Met1 routing:
(3 px per um) Supply wires on this layer in gray.
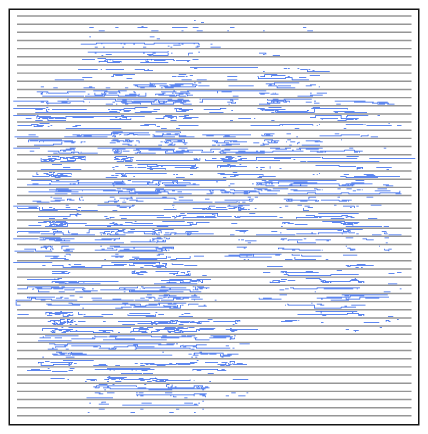
Signal wires on met2:
(2 px per um)
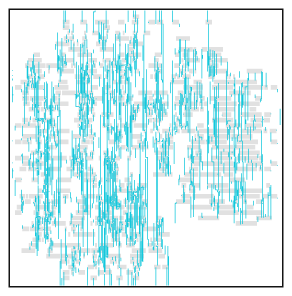
Signal wires on met3:
(3 px per um)
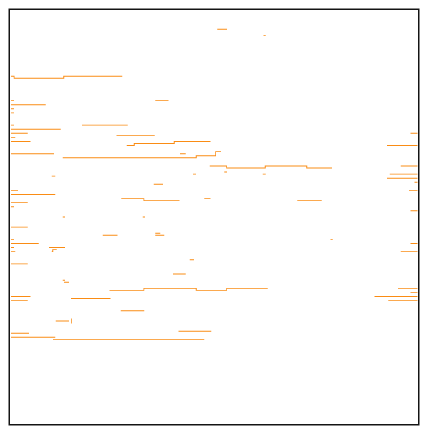
M4 wires:
(3 px per um) Supply wires on this layer in gray.
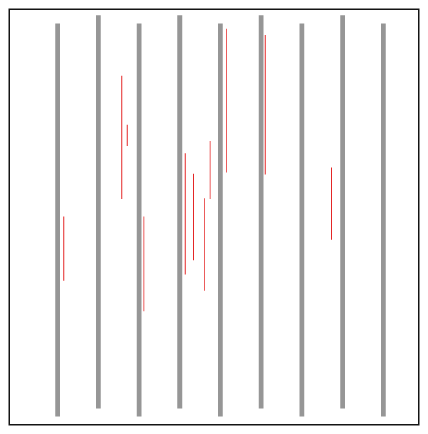
Cell placement:
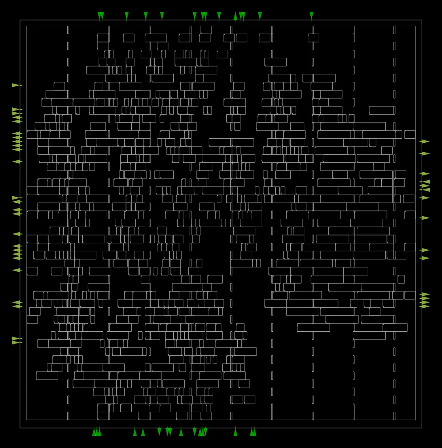
--- src/rtl/rd_byte_packer_pkg.sv ---
`default_nettype none
// ============================================================================
// Module   : rd_byte_packer_pkg
// Brief    : Shared types and constants for the read-path byte packer.
// Revision : 1.0 - initial release
// ============================================================================
package rd_byte_packer_pkg;

    // Bits per packed byte on the serial read pipe
    localparam int unsigned BYTE_BITS = 8;

    // Packer transfer status
    typedef enum logic [1:0] {
        PIDLE    = 2'd0,
        PCOLLECT = 2'd1,
        PDONE    = 2'd2
    } pstatus_t;

endpackage : rd_byte_packer_pkg
`default_nettype wire

--- src/rtl/sync_byte_fifo.sv ---
`default_nettype none
// ============================================================================
// Module   : sync_byte_fifo
// Brief    : Single-clock show-ahead FIFO; the head entry is presented on
//            o_rd_data whenever o_empty is low, zero otherwise.
// Revision : 1.0 - initial release
// ============================================================================
module sync_byte_fifo #(
    parameter int unsigned WIDTH = 9,
    parameter int unsigned DEPTH = 4
) (
    input  logic             clock,
    input  logic             rst_n,
    input  logic             i_wr_en,
    input  logic [WIDTH-1:0] i_wr_data,
    input  logic             i_rd_en,
    output logic [WIDTH-1:0] o_rd_data,
    output logic             o_full,
    output logic             o_empty
);

    localparam int unsigned c_AW = (DEPTH > 1) ? $clog2(DEPTH) : 1;

    logic [WIDTH-1:0] r_mem [DEPTH];
    logic [c_AW-1:0]  r_wr_ptr;
    logic [c_AW-1:0]  r_rd_ptr;
    logic [c_AW:0]    r_count;
    logic             w_do_wr;
    logic             w_do_rd;

    assign w_do_wr   = i_wr_en && !o_full;
    assign w_do_rd   = i_rd_en && !o_empty;
    assign o_full    = (r_count == (c_AW+1)'(DEPTH));
    assign o_empty   = (r_count == '0);
    assign o_rd_data = o_empty ? '0 : r_mem[r_rd_ptr];

    // Storage array; contents need no reset because o_empty masks the head
    always_ff @(posedge clock) begin
        if (w_do_wr) begin
            r_mem[r_wr_ptr] <= i_wr_data;
        end
    end

    // Pointers wrap naturally since DEPTH is a power of two
    always_ff @(posedge clock) begin
        if (!rst_n) begin
            r_wr_ptr <= '0;
            r_rd_ptr <= '0;
            r_count  <= '0;
        end else begin
            if (w_do_wr) begin
                r_wr_ptr <= r_wr_ptr + c_AW'(1);
            end
            if (w_do_rd) begin
                r_rd_ptr <= r_rd_ptr + c_AW'(1);
            end
            case ({w_do_wr, w_do_rd})
                2'b10:   r_count <= r_count + (c_AW+1)'(1);
                2'b01:   r_count <= r_count - (c_AW+1)'(1);
                default: r_count <= r_count;
            endcase
        end
    end

endmodule : sync_byte_fifo
`default_nettype wire

--- src/rtl/rd_byte_packer.sv ---
`default_nettype none
// ============================================================================
// Module   : rd_byte_packer
// Brief    : Packs the MSB-first serial read pipe into bytes, queues them in
//            a show-ahead FIFO and presents a valid/ready byte stream with a
//            last tag, byte count and sticky overrun/fragment flags.
// Revision : 1.0 - initial release
// ============================================================================
module rd_byte_packer
    import rd_byte_packer_pkg::*;
#(
    parameter int unsigned DEPTH = 4,
    parameter int unsigned LEN_W = 24
) (
    input  logic             clock,
    input  logic             rst_n,
    input  logic             exec_rd,
    input  logic [LEN_W-1:0] exec_rd_len,
    input  logic             exec_rd_finish,
    input  logic             rpipe_vld,
    output logic             rpipe_ready,
    input  logic             rpipe_data,
    output logic             m_vld,
    input  logic             m_ready,
    output logic [7:0]       m_data,
    output logic             m_last,
    output logic [LEN_W-1:0] byte_cnt,
    output logic             overrun,
    output logic             frag_err,
    input  logic             err_clr
);

    localparam logic [LEN_W-1:0] c_CNT_MAX = '1;
    localparam logic [2:0]       c_BIT_LAST = 3'(BYTE_BITS - 1);

    pstatus_t               r_state;
    pstatus_t               w_state_nxt;
    logic                   r_exec_rd_d;
    logic [LEN_W-1:0]       r_len;
    logic [LEN_W-1:0]       r_byte_cnt;
    logic [2:0]             r_bit_cnt;
    logic [BYTE_BITS-2:0]   r_shift;
    logic                   r_overrun;
    logic                   r_frag_err;

    logic                   w_rise;
    logic                   w_ready;
    logic                   w_accept;
    logic                   w_push;
    logic                   w_last_tag;
    logic                   w_finish_collect;
    logic                   w_overrun_set;
    logic                   w_frag_set;
    logic                   w_fifo_full;
    logic                   w_fifo_empty;
    logic [BYTE_BITS:0]     w_fifo_rd;

    assign w_rise   = exec_rd && !r_exec_rd_d;
    // Hold off only the byte-completing bit when there is nowhere to put it
    assign w_ready  = (r_state == PCOLLECT) && !((r_bit_cnt == c_BIT_LAST) && w_fifo_full);
    assign w_accept = rpipe_vld && w_ready;
    assign w_push   = w_accept && (r_bit_cnt == c_BIT_LAST);
    // A zero length never matches, so no byte of an illegal transfer is tagged
    assign w_last_tag = (r_len != '0) && (r_byte_cnt == (r_len - LEN_W'(1)));
    assign w_finish_collect = exec_rd_finish && (r_state == PCOLLECT);

    assign w_overrun_set = rpipe_vld && !w_ready &&
                           ((r_state == PCOLLECT) || (r_state == PDONE));
    assign w_frag_set    = w_finish_collect &&
                           ((r_bit_cnt != '0) || (r_byte_cnt < r_len) || (r_len == '0));

    // Next-state selection; dropping exec_rd aborts from any state
    always_comb begin
        w_state_nxt = r_state;
        if (!exec_rd) begin
            w_state_nxt = PIDLE;
        end else begin
            case (r_state)
                PIDLE: begin
                    if (w_rise) begin
                        w_state_nxt = PCOLLECT;
                    end
                end
                PCOLLECT: begin
                    if (exec_rd_finish) begin
                        w_state_nxt = PIDLE;
                    end else if (w_push && w_last_tag) begin
                        w_state_nxt = PDONE;
                    end
                end
                PDONE: begin
                    if (exec_rd_finish) begin
                        w_state_nxt = PIDLE;
                    end
                end
                default: w_state_nxt = PIDLE;
            endcase
        end
    end

    // State register and exec_rd edge history
    always_ff @(posedge clock) begin
        if (!rst_n) begin
            r_state     <= PIDLE;
            r_exec_rd_d <= 1'b0;
        end else begin
            r_state     <= w_state_nxt;
            r_exec_rd_d <= exec_rd;
        end
    end

    // Shift register, bit/byte counters and latched transfer length
    always_ff @(posedge clock) begin
        if (!rst_n) begin
            r_len      <= '0;
            r_byte_cnt <= '0;
            r_bit_cnt  <= '0;
            r_shift    <= '0;
        end else if ((r_state == PIDLE) && w_rise) begin
            r_len      <= exec_rd_len;
            r_byte_cnt <= '0;
            r_bit_cnt  <= '0;
            r_shift    <= '0;
        end else begin
            if (w_accept) begin
                r_shift   <= {r_shift[BYTE_BITS-3:0], rpipe_data};
                r_bit_cnt <= r_bit_cnt + 3'd1;
                if (w_push && (r_byte_cnt != c_CNT_MAX)) begin
                    r_byte_cnt <= r_byte_cnt + LEN_W'(1);
                end
            end
            // A finished transfer throws away any partially shifted byte
            if (w_finish_collect) begin
                r_bit_cnt <= '0;
                r_shift   <= '0;
            end
        end
    end

    // Sticky error flags; a new error outranks a clear in the same cycle
    always_ff @(posedge clock) begin
        if (!rst_n) begin
            r_overrun  <= 1'b0;
            r_frag_err <= 1'b0;
        end else begin
            if (w_overrun_set) begin
                r_overrun <= 1'b1;
            end else if (err_clr) begin
                r_overrun <= 1'b0;
            end
            if (w_frag_set) begin
                r_frag_err <= 1'b1;
            end else if (err_clr) begin
                r_frag_err <= 1'b0;
            end
        end
    end

    sync_byte_fifo #(
        .WIDTH (BYTE_BITS + 1),
        .DEPTH (DEPTH)
    ) u_fifo (
        .clock     (clock),
        .rst_n     (rst_n),
        .i_wr_en   (w_push),
        .i_wr_data ({r_shift, rpipe_data, w_last_tag}),
        .i_rd_en   (m_vld && m_ready),
        .o_rd_data (w_fifo_rd),
        .o_full    (w_fifo_full),
        .o_empty   (w_fifo_empty)
    );

    assign rpipe_ready = w_ready;
    assign m_vld       = !w_fifo_empty;
    assign m_data      = w_fifo_rd[BYTE_BITS:1];
    assign m_last      = w_fifo_rd[0];
    assign byte_cnt    = r_byte_cnt;
    assign overrun     = r_overrun;
    assign frag_err    = r_frag_err;

endmodule : rd_byte_packer
`default_nettype wire

--- config.mk ---
export PLATFORM = sky130hd
export DESIGN_NAME = rd_byte_packer
export DESIGN_NICKNAME = d
export VERILOG_FILES = /design/src/rtl/rd_byte_packer_pkg.sv /design/src/rtl/sync_byte_fifo.sv /design/src/rtl/rd_byte_packer.sv
export SDC_FILE = /design/constraint.sdc
export NUM_CORES = 1
export LEC_CHECK = 0
export CAP_MARGIN = 40
export CORE_AREA = 2 2 134 136
export CTS_BUF_LIST = sky130_fd_sc_hd__clkbuf_2 sky130_fd_sc_hd__clkbuf_4 sky130_fd_sc_hd__clkbuf_8
export CTS_CLUSTER_DIAMETER = 100
export DETAILED_ROUTE_END_ITERATION = 6
export DIE_AREA = 0 0 136 138
export GPL_TIMING_DRIVEN = 0
export PLACE_DENSITY = 0.55
export SLEW_MARGIN = 10
export SYNTH_ARGS = -nofsm -noshare
export SYNTH_HDL_FRONTEND = slang
export SYNTH_SLANG_ARGS = --single-unit
--- constraint.sdc ---
create_clock -name clock -period 3.6 [get_ports clock]
set_input_delay 0.72 -clock clock [delete_from_list [all_inputs] [get_ports clock]]
set_output_delay 0.72 -clock clock [all_outputs]
set_load 0.005 [all_outputs]
==> ds_physical_params.txt <==
Summary of implementation characteristics

Parameter                              Value

Yosys
  Number of cells in the yosys synthesis report .................. 610
  Yosys chip area .................. 0.005931 mm^2
  Cell with the most instances after synthesis .................. sky130_fd_sc_hd__nand2_1
  Share of the yosys chip area belonging to registers .................. 0.4253
  Cell type with the largest total area after synthesis .................. sky130_fd_sc_hd__dfxtp_1
  Area fraction in mux cells .................. 0.05443
  Yosys cell types .................. 58
  Xor and xnor fraction of the mapped netlist area .................. 0.08861
  Count of library flops with an enable pin .................. 36

Die
  Area of the core .................. 0.01753 mm^2
  Die footprint .................. 0.01877 mm^2

Final layout
  Number of nets in the layout .................. 761
  Utilization of the core after routing .................. 0.4052
  Antenna diodes .................. 0

Place
  RD Place Congestion .................. 0.8789
  Instance area after placement .................. 0.006903 mm^2
  IO Port Bufs .................. 68
  Dpl cells .................. 908

Routing
  Iteration count of the initial detailed-routing pass .................. 6
  Remaining routing DRC violations .................. 0
  Iteration-0 DRC Markers .................. 190

Worst setup path
  Category of the worst setup path capture point .................. output port
  Longest individual stage delay on the worst path .................. 0.59 ns
  Family with the most delay on the worst path .................. buffers and inverters

Outcome
  Status .................. completed

Timing
  Final setup violation count .................. 0
  Period utilisation layout .................. 0.8919
  Setup repair after global routing missed its margin .................. no
  Final Critical Period .................. 3.211 ns

Power
  P_int .................. 0.001703 W
  Sequential Power .................. 0.00129 W
  Sequential group share of total power .................. 0.547
  Main power group .................. registers

Global routing
  Via count of the first global-routing pass .................. 4551
  Maximum number of pins on one net before global-route repair .................. 20

Clock tree
  Number of clock buffers inserted by TritonCTS .................. 9
  TritonCTS Sinks .................. 108
  Root cell of the clock tree .................. sky130_fd_sc_hd__clkbuf_8
  Clk_lat worst skew .................. 0.39 ns
  Bufs on Longest Clock Path .................. 2
## Picture notes: 'met1 routing'
- nets with wire on the layer: 691
- longest straight run: 40.0 um
- share of all routed wire: 43%
total via count in the routed design: 4571
met1 global-route usage: 0.1882

## Picture notes: 'signal wires on met2'
- longest straight run: 61.9 um
- main direction: vertical
met2 GRT Util: 0.2708
overall routed net length: 14100 um

## Picture notes: 'signal wires on met3'
- main direction: horizontal
- nets with wire on the layer: 62
- longest straight run: 50.1 um
- wire length on this layer: 614 um
routing usage on met3: 0.04070

## Picture notes: 'M4 wires'
- nets with wire on the layer: 8
- main direction: vertical
- wire length on this layer: 336 um
- longest straight run: 47.6 um
- share of all routed wire: 2.4%

## Picture notes: 'cell placement'
tapcell count: 229
Post-Layout Cell Count: 924
fillcell total: 1775

## flip-flops by register name, indices dropped and copies added (netlist names), named ones only
name	flops
overrun	1
r_len	24
frag_err	1
r_exec_rd_d	1
r_bit_cnt	3
u_fifo.r_rd_ptr	2
u_fifo.r_mem	36
r_shift	7
r_state	2
u_fifo.r_count	3
u_fifo.r_wr_ptr	2
byte_cnt	24
## layer usage
layer / vias up / wire (um)
li1: 2282 / -
met1: 2172 / 6111
met2: 94 / 7042
met3: 23 / 613
met4: 0 / 335
met5: - / 0
## what timing repair did
action	4_1_cts	5_1_grt
endpoints found under the setup margin	0	7
hold endpoints to repair	0	0
gates resized	0	2
## area by class of cell
class | count | area, um^2
Tap cell | 229 | 286.5
Fill cell | 1775 | 10430
Clock inverter | 6 | 55.05
Buffer | 18 | 76.32
Multi-Input combinational cell | 438 | 3169
Clock buffer | 10 | 137.6
Sequential cell | 108 | 2522
Inverter | 46 | 172.7
Timing Repair Buffer | 69 | 685.7
## placed cells by master, fill, tap and decap left out, drive strengths merged, types with 12 or more instances in the layout
cell and n:
xnor2 38, inv 49, a21oi 12, dfxtp 72, clkdlybuf4s50 68, xor2 22
and2 22, nand4 13, nand3 17, clkbuf 26, a21boi 26, nor2 49
mux2i 12, nand2 77, edfxtp 36, ha 38
## final timing paths
kind,from,endpoint,slack [ns],cells past startpoint
worst max-delay path,flip-flop,m_data[5],0.39,4
worst min-delay path,r_state[0]$_SDFFE_PN0P_,r_state[0]$_SDFFE_PN0P_,0.49,2
worst max register to register,r_len[0]$_SDFFE_PN0P_,u_fifo.r_mem[0][0]$_DFFE_PP_,0.45,8
worst min register to register,r_state[0]$_SDFFE_PN0P_,r_state[0]$_SDFFE_PN0P_,0.49,2
Power and IR drop assume default switching activity.
